Wire density map:
25 x 25 tiles, from dark blue (low) to red (high), scaled to the fullest tile. Values are wire area over tile area, all layers added.
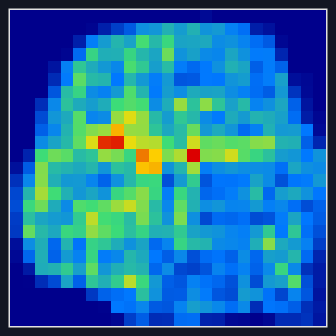
Clock wiring as the flow saved it:
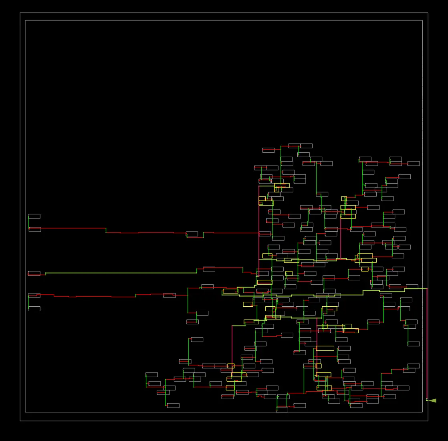
Signal wires on met4:
Cells faint in the background.
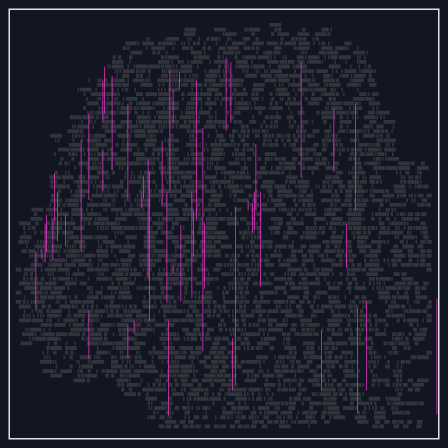
Clock wires, drivers and flops:
Bar = 100 µm.
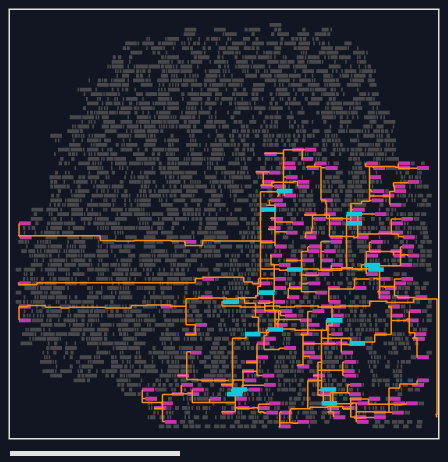
===== config.mk =====
export PLATFORM = sky130hd
export DESIGN_NAME = multiplier_fp
export DESIGN_NICKNAME = d
export VERILOG_FILES = /design/src/rtl/fp_pkg.sv /design/src/rtl/fp_classify.sv /design/src/rtl/multiplier_fp.sv
export SDC_FILE = /design/constraint.sdc
export NUM_CORES = 2
export LEC_CHECK = 0
export ABC_AREA = 0
export CORE_MARGIN = 3
export CORE_UTILIZATION = 45
export CTS_CLUSTER_SIZE = 10
export DETAILED_ROUTE_END_ITERATION = 10
export MAX_ROUTING_LAYER = met4
export PLACE_DENSITY = 0.61
export SLEW_MARGIN = 20
export SYNTH_ARGS = -nofsm -noshare
export SYNTH_HDL_FRONTEND = slang
export SYNTH_SLANG_ARGS = --single-unit
export TNS_END_PERCENT = 1

===== constraint.sdc =====
create_clock -name clk -period 10.7 [get_ports clk]
set_input_delay 2.14 -clock clk [delete_from_list [all_inputs] [get_ports clk]]
set_output_delay 2.14 -clock clk [all_outputs]
set_load 0.05 [all_outputs]

===== src/rtl/fp_pkg.sv =====
// ---------------------------------------------------------------------------
// fp_pkg
// Shared definitions for the single-precision multiplier:
//   - fpState  : sequencer states IDLE -> MULT -> NORM -> ROUND
//   - EXP_BIAS : IEEE-754 single-precision exponent bias
//   - QNAN     : canonical quiet NaN returned for every invalid operation
//   - POS_INF  : positive infinity encoding
//   - signedInf / signedZero : helpers that pack a signed special value
// ---------------------------------------------------------------------------
package fp_pkg;

  typedef enum logic [1:0] {
    IDLE  = 2'd0,
    MULT  = 2'd1,
    NORM  = 2'd2,
    ROUND = 2'd3
  } fpState;

  localparam int          EXP_BIAS = 127;
  localparam logic [31:0] QNAN     = 32'h7FC00000;
  localparam logic [31:0] POS_INF  = 32'h7F800000;

  // Infinity with the requested sign; the magnitude bits come from POS_INF.
  function automatic logic [31:0] signedInf(input logic sign);
    return {sign, POS_INF[30:0]};
  endfunction

  function automatic logic [31:0] signedZero(input logic sign);
    return {sign, 31'b0};
  endfunction

endpackage


===== src/rtl/fp_classify.sv =====
// ---------------------------------------------------------------------------
// fp_classify
// Splits one single-precision operand into its fields and flags the special
// encodings the multiplier must handle separately.
// Ports:
//   op     in  [31:0]  IEEE-754 single-precision value
//   sign   out         sign bit
//   expo   out [7:0]   biased exponent field
//   mant   out [23:0]  fraction with the hidden leading one restored
//   isZero out         exponent field is zero (denormals count as zero)
//   isInf  out         exponent all ones, fraction zero
//   isNan  out         exponent all ones, fraction non-zero
// ---------------------------------------------------------------------------
module fp_classify
  import fp_pkg::*;
(
  input  logic [31:0] op,
  output logic        sign,
  output logic [7:0]  expo,
  output logic [23:0] mant,
  output logic        isZero,
  output logic        isInf,
  output logic        isNan
);

  logic expAllOnes;
  logic fracZero;

  // Pure field decode. Denormals are deliberately folded into zero, so the
  // hidden bit can always be forced to one for anything that reaches the
  // mantissa multiplier; zero/Inf/NaN never use the mantissa.
  always_comb begin
    sign       = op[31];
    expo       = op[30:23];
    mant       = {1'b1, op[22:0]};
    expAllOnes = (op[30:23] == 8'hFF);
    fracZero   = (op[22:0] == 23'b0);
    isZero     = (op[30:23] == 8'h00);
    isInf      = expAllOnes & fracZero;
    isNan      = expAllOnes & ~fracZero;
  end

endmodule


===== src/rtl/multiplier_fp.sv =====
// ---------------------------------------------------------------------------
// multiplier_fp
// Four-state sequential IEEE-754 single-precision multiplier with round to
// nearest, ties to even. Denormal inputs are treated as zero and underflowing
// results flush to signed zero.
// Ports:
//   clk    in          rising-edge clock
//   rst    in          synchronous active-high reset
//   start  in          request, only looked at while idle
//   A, B   in  [31:0]  operands
//   busy   out         high while MULT, NORM or ROUND is in progress
//   ready  out         one-cycle pulse when Y carries a new result
//   Y      out [31:0]  product, held until the next result is written
// Timing: start captured on edge 0, MULT on edge 1, NORM on edge 2, ROUND
// writes Y on edge 3, so ready is high in the 4th cycle after capture.
// ---------------------------------------------------------------------------
module multiplier_fp
  import fp_pkg::*;
(
  input  logic        clk,
  input  logic        rst,
  input  logic        start,
  input  logic [31:0] A,
  input  logic [31:0] B,
  output logic        busy,
  output logic        ready,
  output logic [31:0] Y
);

  fpState state;
  fpState nextState;

  // Registered operands; special cases are decoded from these, never from
  // the live inputs, so they follow the same latency as normal operands.
  logic [31:0] opA;
  logic [31:0] opB;

  logic        signA, signB;
  logic [7:0]  expoA, expoB;
  logic [23:0] mantA, mantB;
  logic        zeroA, zeroB, infA, infB, nanA, nanB;

  // MULT stage results
  logic               prodSign;
  logic signed [9:0]  expSum;
  logic [47:0]        prod;
  logic               isSpecial;
  logic [31:0]        specialVal;

  // NORM stage results
  logic signed [9:0]  normExp;
  logic [23:0]        normMant;
  logic               guardBit;
  logic               stickyBit;

  // ROUND stage combinational values
  logic               roundUp;
  logic [24:0]        roundSum;
  logic signed [9:0]  finalExp;
  logic [22:0]        finalFrac;
  logic [31:0]        roundResult;

  fp_classify classifyA (
    .op     (opA),
    .sign   (signA),
    .expo   (expoA),
    .mant   (mantA),
    .isZero (zeroA),
    .isInf  (infA),
    .isNan  (nanA)
  );

  fp_classify classifyB (
    .op     (opB),
    .sign   (signB),
    .expo   (expoB),
    .mant   (mantB),
    .isZero (zeroB),
    .isInf  (infB),
    .isNan  (nanB)
  );

  // State register. Reset wins over everything, which also aborts an
  // operation in flight before its ready pulse can be produced.
  always_ff @(posedge clk) begin
    if (rst) begin
      state <= IDLE;
    end else begin
      state <= nextState;
    end
  end

  // Next-state logic: a fixed walk through the pipeline once started.
  // start is only consulted in IDLE, so requests during an operation are
  // dropped. busy is simply "not idle".
  always_comb begin
    nextState = state;
    busy      = 1'b0;
    case (state)
      IDLE: begin
        if (start) begin
          nextState = MULT;
        end
      end
      MULT: begin
        busy      = 1'b1;
        nextState = NORM;
      end
      NORM: begin
        busy      = 1'b1;
        nextState = ROUND;
      end
      ROUND: begin
        busy      = 1'b1;
        nextState = IDLE;
      end
      default: begin
        nextState = IDLE;
      end
    endcase
  end

  // Round to nearest, ties to even. A carry out of the 24-bit mantissa means
  // it rolled over to exactly 2.0, so the fraction becomes zero and the
  // exponent grows by one. Overflow and underflow are judged on the final
  // exponent, after that possible increment.
  always_comb begin
    roundUp  = guardBit & (stickyBit | normMant[0]);
    roundSum = {1'b0, normMant} + {24'b0, roundUp};
    if (roundSum[24]) begin
      finalFrac = roundSum[23:1];
      finalExp  = normExp + 10'sd1;
    end else begin
      finalFrac = roundSum[22:0];
      finalExp  = normExp;
    end

    if (isSpecial) begin
      roundResult = specialVal;
    end else if (finalExp >= 10'sd255) begin
      roundResult = signedInf(prodSign);
    end else if (finalExp <= 10'sd0) begin
      roundResult = signedZero(prodSign);
    end else begin
      roundResult = {prodSign, finalExp[7:0], finalFrac};
    end
  end

  // Datapath registers, one group updated per state. ready defaults low
  // every cycle so it can only ever be a single-cycle pulse.
  always_ff @(posedge clk) begin
    if (rst) begin
      opA        <= 32'b0;
      opB        <= 32'b0;
      Y          <= 32'b0;
      ready      <= 1'b0;
      prodSign   <= 1'b0;
      expSum     <= 10'sd0;
      prod       <= 48'b0;
      isSpecial  <= 1'b0;
      specialVal <= 32'b0;
      normExp    <= 10'sd0;
      normMant   <= 24'b0;
      guardBit   <= 1'b0;
      stickyBit  <= 1'b0;
    end else begin
      ready <= 1'b0;
      case (state)
        IDLE: begin
          if (start) begin
            opA <= A;
            opB <= B;
          end
        end
        MULT: begin
          prodSign <= signA ^ signB;
          expSum   <= signed'({2'b00, expoA} + {2'b00, expoB} - 10'(EXP_BIAS));
          prod     <= {24'b0, mantA} * {24'b0, mantB};
          // NaN and Inf*0 are invalid; Inf beats any finite; zero beats
          // any remaining finite value.
          if (nanA | nanB | (infA & zeroB) | (zeroA & infB)) begin
            isSpecial  <= 1'b1;
            specialVal <= QNAN;
          end else if (infA | infB) begin
            isSpecial  <= 1'b1;
            specialVal <= signedInf(signA ^ signB);
          end else if (zeroA | zeroB) begin
            isSpecial  <= 1'b1;
            specialVal <= signedZero(signA ^ signB);
          end else begin
            isSpecial  <= 1'b0;
            specialVal <= 32'b0;
          end
        end
        NORM: begin
          // Two normal mantissas give a product in [1,4); bit 47 set means
          // it is in [2,4) and needs a one-place right shift.
          if (prod[47]) begin
            normMant  <= prod[47:24];
            guardBit  <= prod[23];
            stickyBit <= |prod[22:0];
            normExp   <= expSum + 10'sd1;
          end else begin
            normMant  <= prod[46:23];
            guardBit  <= prod[22];
            stickyBit <= |prod[21:0];
            normExp   <= expSum;
          end
        end
        ROUND: begin
          Y     <= roundResult;
          ready <= 1'b1;
        end
        default: begin
        end
      endcase
    end
  end

endmodule


==> out/results.tsv <==
metric	value	unit
met3 GRT Util	4.33	%
die height	252	µm
placement row count	89	
Antenna Nets Post-Route	0	
wire per inst	19.8	µm
tool warnings	31	
clock buffer count from CTS	17	
Synth top cells by count	564 x inv_1, 483 x fa_1, 469 x nand2_1, 264 x and2_1, 198 x dfxtp_1	
DIE AREA	63600	µm²
Seq/Total Area, Yosys	14.5	%
Worst setup EP type	flip-flop	
initial DRC count	1512	
Top FF cell, synth	dfxtp_1	
floorplan net count	3883	
RSZ-0062 raised after global routing	no	
post-route setup slack	2.67	ns
CP bufs+invs	9	
Clock Tree Buf Depth	2	
port bufs	100	
DP HPWL	58.7	mm
final hold vios	0	
Main power group	combinational logic	
period utilization	75.0	%
most frequent cells in the layout	564 x inv_1, 483 x fa_1, 468 x nand2_1	
CTS HTree Levels	4	
Net Sw Power	2120	µW
Dominant cell area share	35.4	%
# setup viols final	0	
CP Data Arrival Time	8.38	ns
Max transition margin	29.5	%
mean post-synth cell area	8.70	µm²
initial antenna violation count	1	
delay of the slowest cell on the worst path	0.79	ns
vias per inst	5.37	
delay-heaviest family, CP	adder cells	
CP Launch Type	flip-flop	
M2 GR Usage	40.5	%
Flop+latch power	1110	µW
M1 WL	34.2	mm
actual slew at the worst max-slew pin	1.06	ns
Filler cells	5665	
area grow syn2layout	8.63	%
Crit Path Max Fanout	19	
IO Count	101	
Internal Dissipation	2170	µW
Yosys warning count	0	
Achievable Freq	125	MHz
hold_buf cts	0	
cell count in the Yosys report	3136	
yosys stat area	27300	µm²
first-pass GRT wire length	124	mm
share of cells above drive strength 1	3.36	%
pre-CTS setup slack	2.69	ns
Gate power share	58.0	%
sequential share of power	25.9	%
Final Max-Slew Violation Tally	0	
cells after synthesis	3136	
post-layout power	4290	µW
Total Negative Setup Slacks	0	ns
status	finished clean	
post-synth top area cell	fa_1	
All-Layer GR Usage	25.8	%
routed wl met3	5.65	mm
clock transition at the registers of the reported paths	0.09	ns
clk_lat worst skew	0.46	ns
Hold Path Class	flip-flop to flip-flop	
power in the clock group	693	µW
Yosys top cell by instances	inv_1	
NumNets Final	3885	
peak supply drop	136	µV
Crit Path Class	flip-flop to flip-flop	
Initial Util	45.9	%
final worst path period need	8.03	ns
sw frac	49.5	%
core region area	59500	µm²
GRT overflow	0	
Post-synth ARST share	0	%
Final Util	49.9	%
die width	252	µm
Pleak	0.0134	µW
Top cell excl fill/tap	inv_1	
CTS tree	yes	
post-synthesis cell area	27300	µm²
gpl congestion	0.931	
required time worst endpoint	11.06	ns
worst hold margin	0.451	ns
Yosys reg bits	198	
CTS resizes	0	
Comb power	2490	µW
vias in the first global route	22200	
power density over cell area	145	nW/µm²
Post-CTS Setup Bufs	0	
max-cap violations	0	
most used routing layer	met2	
clock power share	16.1	%
DR pass1 iterations	5	
Highest Signal Layer	met4	
met1 Usage GRT	34.8	%
WL final	77.6	mm
DR vias	21100	
wire length on met2	35.6	mm
root buffer cell	clkbuf_16	
largest net degree at the start of global routing	92	
Post-synth EDFFs	0	
Synth cell types	72	
Residual DRC	0	
Synth area leaders	fa_1 35%, dfxtp_1 15%, ha_1 9.0%, inv_1 7.8%, nand2_1 6.5%	
CP max-delay cell	nor4_1	
About 'wire density map':
mean over tiles = 0.20
fullest tile = 0.70
tiles over half the peak = 12%
densest ninth of the die = centre
nearly empty tiles = 18%

About 'clock wiring as the flow saved it':
clock sink count: 198
clk_skew: 0.0268 ns
clock buf count: 18

About 'signal wires on met4':
nets with wire on the layer = 42
main direction = vertical
wire length on this layer = 2130 µm

About 'clock wires, drivers and flops':
orange -> clock wires  # length 2920 µm
magenta -> flip-flops  # count 198
cyan -> clock drivers  # count 17
routed clock nets = 18

[area by class of cell]
type                            instances  area (µm²)  share of cell area (%)
Sequential cell                       198        3970                    13.4
Inverter                              566        2120                    7.17
Clock buffer                           18         439                    1.48
Tap cell                              773         967                    3.26
Antenna cell                            2        5.00                  0.0169
Multi-Input combinational cell       2205       20600                    69.4
Clock inverter                         14         183                   0.616
Timing Repair Buffer                  150        1370                    4.63
[sequential cells by signal (all words and copies together), names as in the netlist, 2 cells and up]
name and count:
normMant 24, prod 48, state 2, normExp 10, specialVal 3, opA 32, expSum 10, opB 32
Y 32
[through the flow]
| step | instances | instance area [µm²] |
|---|---|---|
| after floorplan | 3136 | 27300 |
| after global placement | 3892 | 29000 |
| after detailed placement | 3892 | 29000 |
| after CTS | 3924 | 29600 |
| after global routing | 3924 | 29600 |
| final | 3926 | 29600 |
[path summary, 6_finish.rpt]
kind,depth (start not counted),startpoint,end,slack (ns)
worst max register to register,26,opB[8]$_SDFFE_PP0P_,prod[41]$_SDFFE_PP0N_,2.67
worst min-delay path,2,Y[13]$_SDFFE_PP0P_,Y[13]$_SDFFE_PP0P_,0.45
worst min register to register,2,Y[13]$_SDFFE_PP0P_,Y[13]$_SDFFE_PP0P_,0.45
worst max-delay path,26,opB[8]$_SDFFE_PP0P_,prod[41]$_SDFFE_PP0N_,2.67
[cells by family after synthesis]
| group | count (synthesis) | synth area share (%) |
|---|---|---|
| compound gates | 337 | 7.80 |
| xor+xnor | 80 | 2.57 |
| fa+ha+maj | 680 | 44.5 |
| buf+inv | 733 | 10.1 |
| flops | 198 | 14.5 |
| mux | 63 | 2.32 |
| simple gates | 1045 | 18.2 |
Power figures rest on the tool's default switching activity, not on a simulated workload.
